Fig. 1: cell classes on the final placement
Fill, decap, tap and diode cells in grey.
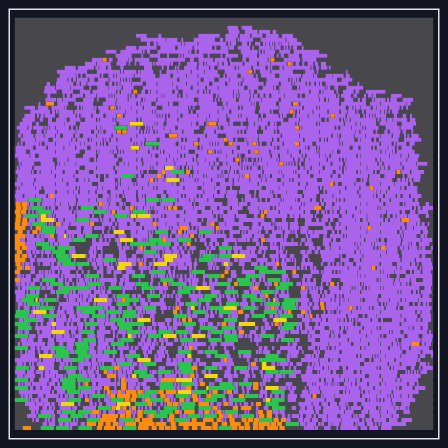
Fig. 2: the metal 3 layer
Bar = 100 um.
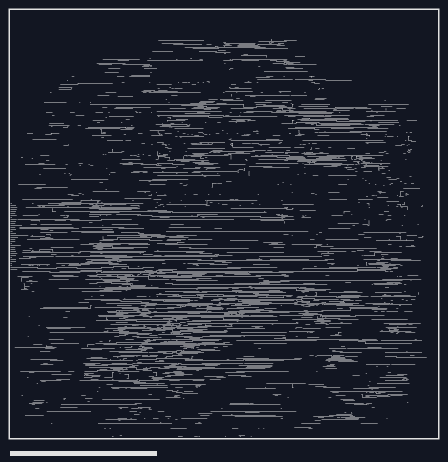
`src/rtl/muldiv_ctrl_if.sv`:
```
// muldiv_ctrl_if: request, mthi/mtlo and result bundle for the HI/LO unit.
// master = pipeline side, slave = muldiv unit.
interface muldiv_ctrl_if #(
    parameter int WIDTH = 32
);
    logic             start;
    logic [1:0]       op;
    logic [WIDTH-1:0] opa;
    logic [WIDTH-1:0] opb;
    logic             flush;
    logic             hi_we;
    logic             lo_we;
    logic [WIDTH-1:0] wdata;
    logic             busy;
    logic             done;
    logic [WIDTH-1:0] hi;
    logic [WIDTH-1:0] lo;

    modport master (
        output start, op, opa, opb, flush, hi_we, lo_we, wdata,
        input  busy, done, hi, lo
    );

    modport slave (
        input  start, op, opa, opb, flush, hi_we, lo_we, wdata,
        output busy, done, hi, lo
    );
endinterface

```
`src/rtl/muldiv_ctrl.sv`:
```
// muldiv_ctrl: HI/LO multiply/divide unit.
// Single-cycle multiply, 32-step restoring divide, mthi/mtlo writes.
module muldiv_ctrl #(
    parameter int WIDTH = 32
) (
    input logic          clk,
    input logic          rst,
    muldiv_ctrl_if.slave bus
);
    typedef enum logic [2:0] {
        IDLE,
        MUL,
        DIV,
        FIX,
        DONE
    } state_t;

    state_t           state;
    logic [WIDTH-1:0] hiReg;
    logic [WIDTH-1:0] loReg;
    logic [WIDTH-1:0] aReg;
    logic [WIDTH-1:0] bReg;
    logic [WIDTH-1:0] dvsr;
    logic [WIDTH-1:0] rem;
    logic [WIDTH-1:0] quo;
    logic [4:0]       cnt;
    logic             uns;
    logic             busyReg;
    logic             doneReg;

    logic             sgnA;
    logic             sgnB;
    logic [WIDTH-1:0] absA;
    logic [WIDTH-1:0] absB;
    logic [2*WIDTH-1:0] prod;
    logic [WIDTH:0]   shifted;
    logic [WIDTH:0]   diff;
    logic [WIDTH-1:0] quoOut;
    logic [WIDTH-1:0] remOut;

    // Only div (op 10) treats operands as signed; mult signedness comes from uns.
    assign sgnA = ~bus.op[0] & bus.opa[WIDTH-1];
    assign sgnB = ~bus.op[0] & bus.opb[WIDTH-1];
    assign absA = sgnA ? -bus.opa : bus.opa;
    assign absB = sgnB ? -bus.opb : bus.opb;

    assign prod = {{WIDTH{~uns & aReg[WIDTH-1]}}, aReg}
                * {{WIDTH{~uns & bReg[WIDTH-1]}}, bReg};

    assign shifted = {rem, quo[WIDTH-1]};
    assign diff    = shifted - {1'b0, dvsr};

    assign quoOut = (~uns & (aReg[WIDTH-1] ^ bReg[WIDTH-1])) ? -quo : quo;
    assign remOut = (~uns & aReg[WIDTH-1]) ? -rem : rem;

    always_ff @(posedge clk or negedge rst) begin
        if (!rst) begin
            state   <= IDLE;
            hiReg   <= '0;
            loReg   <= '0;
            aReg    <= '0;
            bReg    <= '0;
            dvsr    <= '0;
            rem     <= '0;
            quo     <= '0;
            cnt     <= '0;
            uns     <= 1'b0;
            busyReg <= 1'b0;
            doneReg <= 1'b0;
        end else if (bus.flush) begin
            state   <= IDLE;
            busyReg <= 1'b0;
            doneReg <= 1'b0;
        end else begin
            doneReg <= 1'b0;
            unique case (state)
                IDLE: begin
                    if (bus.start) begin
                        aReg    <= bus.opa;
                        bReg    <= bus.opb;
                        uns     <= bus.op[0];
                        rem     <= '0;
                        quo     <= absA;
                        dvsr    <= absB;
                        cnt     <= '0;
                        busyReg <= 1'b1;
                        if (!bus.op[1])
                            state <= MUL;
                        else if (bus.opb != '0)
                            state <= DIV;
                        else
                            state <= FIX;
                    end else begin
                        if (bus.hi_we)
                            hiReg <= bus.wdata;
                        if (bus.lo_we)
                            loReg <= bus.wdata;
                    end
                end
                MUL: begin
                    {hiReg, loReg} <= prod;
                    doneReg        <= 1'b1;
                    state          <= DONE;
                end
                DIV: begin
                    // Restore by keeping the shifted remainder when the trial goes negative.
                    rem <= diff[WIDTH] ? shifted[WIDTH-1:0] : diff[WIDTH-1:0];
                    quo <= {quo[WIDTH-2:0], ~diff[WIDTH]};
                    cnt <= cnt + 5'd1;
                    if (cnt == 5'd31)
                        state <= FIX;
                end
                FIX: begin
                    if (bReg == '0) begin
                        hiReg <= aReg;
                        loReg <= '1;
                    end else begin
                        hiReg <= remOut;
                        loReg <= quoOut;
                    end
                    doneReg <= 1'b1;
                    state   <= DONE;
                end
                DONE: begin
                    busyReg <= 1'b0;
                    state   <= IDLE;
                end
                default: begin
                    busyReg <= 1'b0;
                    state   <= IDLE;
                end
            endcase
        end
    end

    assign bus.busy = busyReg;
    assign bus.done = doneReg;
    assign bus.hi   = hiReg;
    assign bus.lo   = loReg;
endmodule

```
`src/flat_wrapper.sv`:
```
// flat-port wrapper written by rule: the top's interface ports become plain ports
module muldiv_ctrl_flat 
#(
    parameter int WIDTH = 32
)
  (clk, rst, bus_start, bus_op, bus_opa, bus_opb, bus_flush, bus_hi_we, bus_lo_we, bus_wdata, bus_busy, bus_done, bus_hi, bus_lo);
  muldiv_ctrl_if #(.WIDTH(WIDTH)) bus_i ();
  input logic clk;
  input logic rst;
  input wire logic [$bits(bus_i.start)-1:0] bus_start;
  input wire logic [$bits(bus_i.op)-1:0] bus_op;
  input wire logic [$bits(bus_i.opa)-1:0] bus_opa;
  input wire logic [$bits(bus_i.opb)-1:0] bus_opb;
  input wire logic [$bits(bus_i.flush)-1:0] bus_flush;
  input wire logic [$bits(bus_i.hi_we)-1:0] bus_hi_we;
  input wire logic [$bits(bus_i.lo_we)-1:0] bus_lo_we;
  input wire logic [$bits(bus_i.wdata)-1:0] bus_wdata;
  output wire logic [$bits(bus_i.busy)-1:0] bus_busy;
  output wire logic [$bits(bus_i.done)-1:0] bus_done;
  output wire logic [$bits(bus_i.hi)-1:0] bus_hi;
  output wire logic [$bits(bus_i.lo)-1:0] bus_lo;
  assign bus_i.start = bus_start;
  assign bus_i.op = bus_op;
  assign bus_i.opa = bus_opa;
  assign bus_i.opb = bus_opb;
  assign bus_i.flush = bus_flush;
  assign bus_i.hi_we = bus_hi_we;
  assign bus_i.lo_we = bus_lo_we;
  assign bus_i.wdata = bus_wdata;
  assign bus_busy = bus_i.busy;
  assign bus_done = bus_i.done;
  assign bus_hi = bus_i.hi;
  assign bus_lo = bus_i.lo;
  muldiv_ctrl #(.WIDTH(WIDTH)) u_core (.clk(clk), .rst(rst), .bus(bus_i));
endmodule
```
`config.mk`:
```
export PLATFORM = sky130hd
export DESIGN_NAME = muldiv_ctrl_flat
export DESIGN_NICKNAME = d
export VERILOG_FILES = /design/src/rtl/muldiv_ctrl_if.sv /design/src/rtl/muldiv_ctrl.sv /design/src/flat_wrapper.sv
export SDC_FILE = /design/constraint.sdc
export NUM_CORES = 2
export LEC_CHECK = 0
export CAP_MARGIN = 25
export CORE_MARGIN = 3
export CORE_UTILIZATION = 65
export CTS_BUF_LIST = sky130_fd_sc_hd__clkbuf_16
export CTS_CLUSTER_DIAMETER = 60
export CTS_CLUSTER_SIZE = 40
export DETAILED_ROUTE_END_ITERATION = 7
export HOLD_SLACK_MARGIN = 0.08
export PLACE_DENSITY = 0.88
export SLEW_MARGIN = 20
export SYNTH_ARGS = -nofsm -noshare
export SYNTH_HDL_FRONTEND = slang
export SYNTH_SLANG_ARGS = --single-unit
```
`constraint.sdc`:
```
create_clock -name clk -period 10.3 [get_ports clk]
set_input_delay 1.545 -clock clk [delete_from_list [all_inputs] [get_ports clk]]
set_output_delay 1.545 -clock clk [all_outputs]
set_load 0.01 [all_outputs]
```
==> summary.txt <==
Post-route DRC - 0
Post-CTS Setup Bufs - 0
Outcome - finished clean
Setup TNS - 0 ns
Worst-margin pin slew - 1.17 ns
Routed vias/inst - 6.21
WHS - 0.482 ns
Total Nets Final - 7432
Root Buffer - clkbuf_16
Non-clk buf share - 0.0453
Fmax achieved - 0.107 GHz
CTS sink cnt - 234
Largest cell class - logic gates
Crit Path Class - reg2reg
Hold EP - u_core.dvsr[14]$_DFFE_PN0P_
CTS tree - yes
Placed Instances - 6966
Wire length on met2 - 77800 um
WP data required - 10.77 ns
Ys cells - 6011
Reg2Reg Setup Slack - 0.92 ns
Post_cts resized - 0
Combinational fraction of the cell area - 0.731
Final setup vio count - 0
Comb gates - 4223
## Picture notes: Fig. 1
yellow -> clock drivers and dummy loads  # cells 50
green -> registers  # cells 234
orange -> remaining buffers and delay cells  # cells 275
purple -> remaining logic cells  # cells 5413

## Picture notes: Fig. 2
main direction = horizontal
longest straight run = 115 um

==> Yosys cell counts (21+ instances only) <==
| cell | instances |
|---|---|
| a31oi_1 | 34 |
| clkbuf_1 | 350 |
| a21oi_1 | 173 |
| o31ai_1 | 25 |
| nor4_1 | 28 |
| nand2_1 | 1074 |
| o21ai_0 | 224 |
| dfrtp_1 | 234 |
| nand2b_1 | 21 |
| nor3_1 | 35 |
| mux2i_1 | 32 |
| nor2_1 | 190 |
| a211oi_1 | 21 |
| a22oi_1 | 31 |
| o211ai_1 | 22 |
| inv_1 | 1190 |
| and2_1 | 380 |
| ha_1 | 251 |
| fa_1 | 1126 |
| xnor2_1 | 132 |
| a21o_1 | 43 |
| o21a_1 | 25 |
| xor2_1 | 81 |
==> how the worst max path moves through the flow <==
stage                                      from                       endpoint  slack (ns)  depth (start not counted)
global route         u_core.bReg[6]$_DFFE_PN0P_  u_core.bus.hi[27]$_DFFE_PN0P_        0.71                         25
global placement     u_core.bReg[1]$_DFFE_PN0P_  u_core.bus.hi[27]$_DFFE_PN0P_        1.41                         22
floorplan           u_core.aReg[31]$_DFFE_PN0P_  u_core.bus.hi[28]$_DFFE_PN0P_        1.81                         31
detailed placement   u_core.bReg[6]$_DFFE_PN0P_  u_core.bus.hi[25]$_DFFE_PN0P_        1.28                         25
CTS                  u_core.bReg[6]$_DFFE_PN0P_  u_core.bus.hi[25]$_DFFE_PN0P_        1.21                         25
finish               u_core.bReg[6]$_DFFE_PN0P_  u_core.bus.hi[25]$_DFFE_PN0P_        0.92                         25
==> kinds of logic after synthesis <==
group | Yosys count | share of synthesized area
compound gates | 734 | 0.0877
xor+xnor | 214 | 0.0357
fa+ha+maj | 1377 | 0.487
buf+inv | 1554 | 0.111
flops | 234 | 0.111
mux | 36 | 0.00692
simple gates | 1862 | 0.161
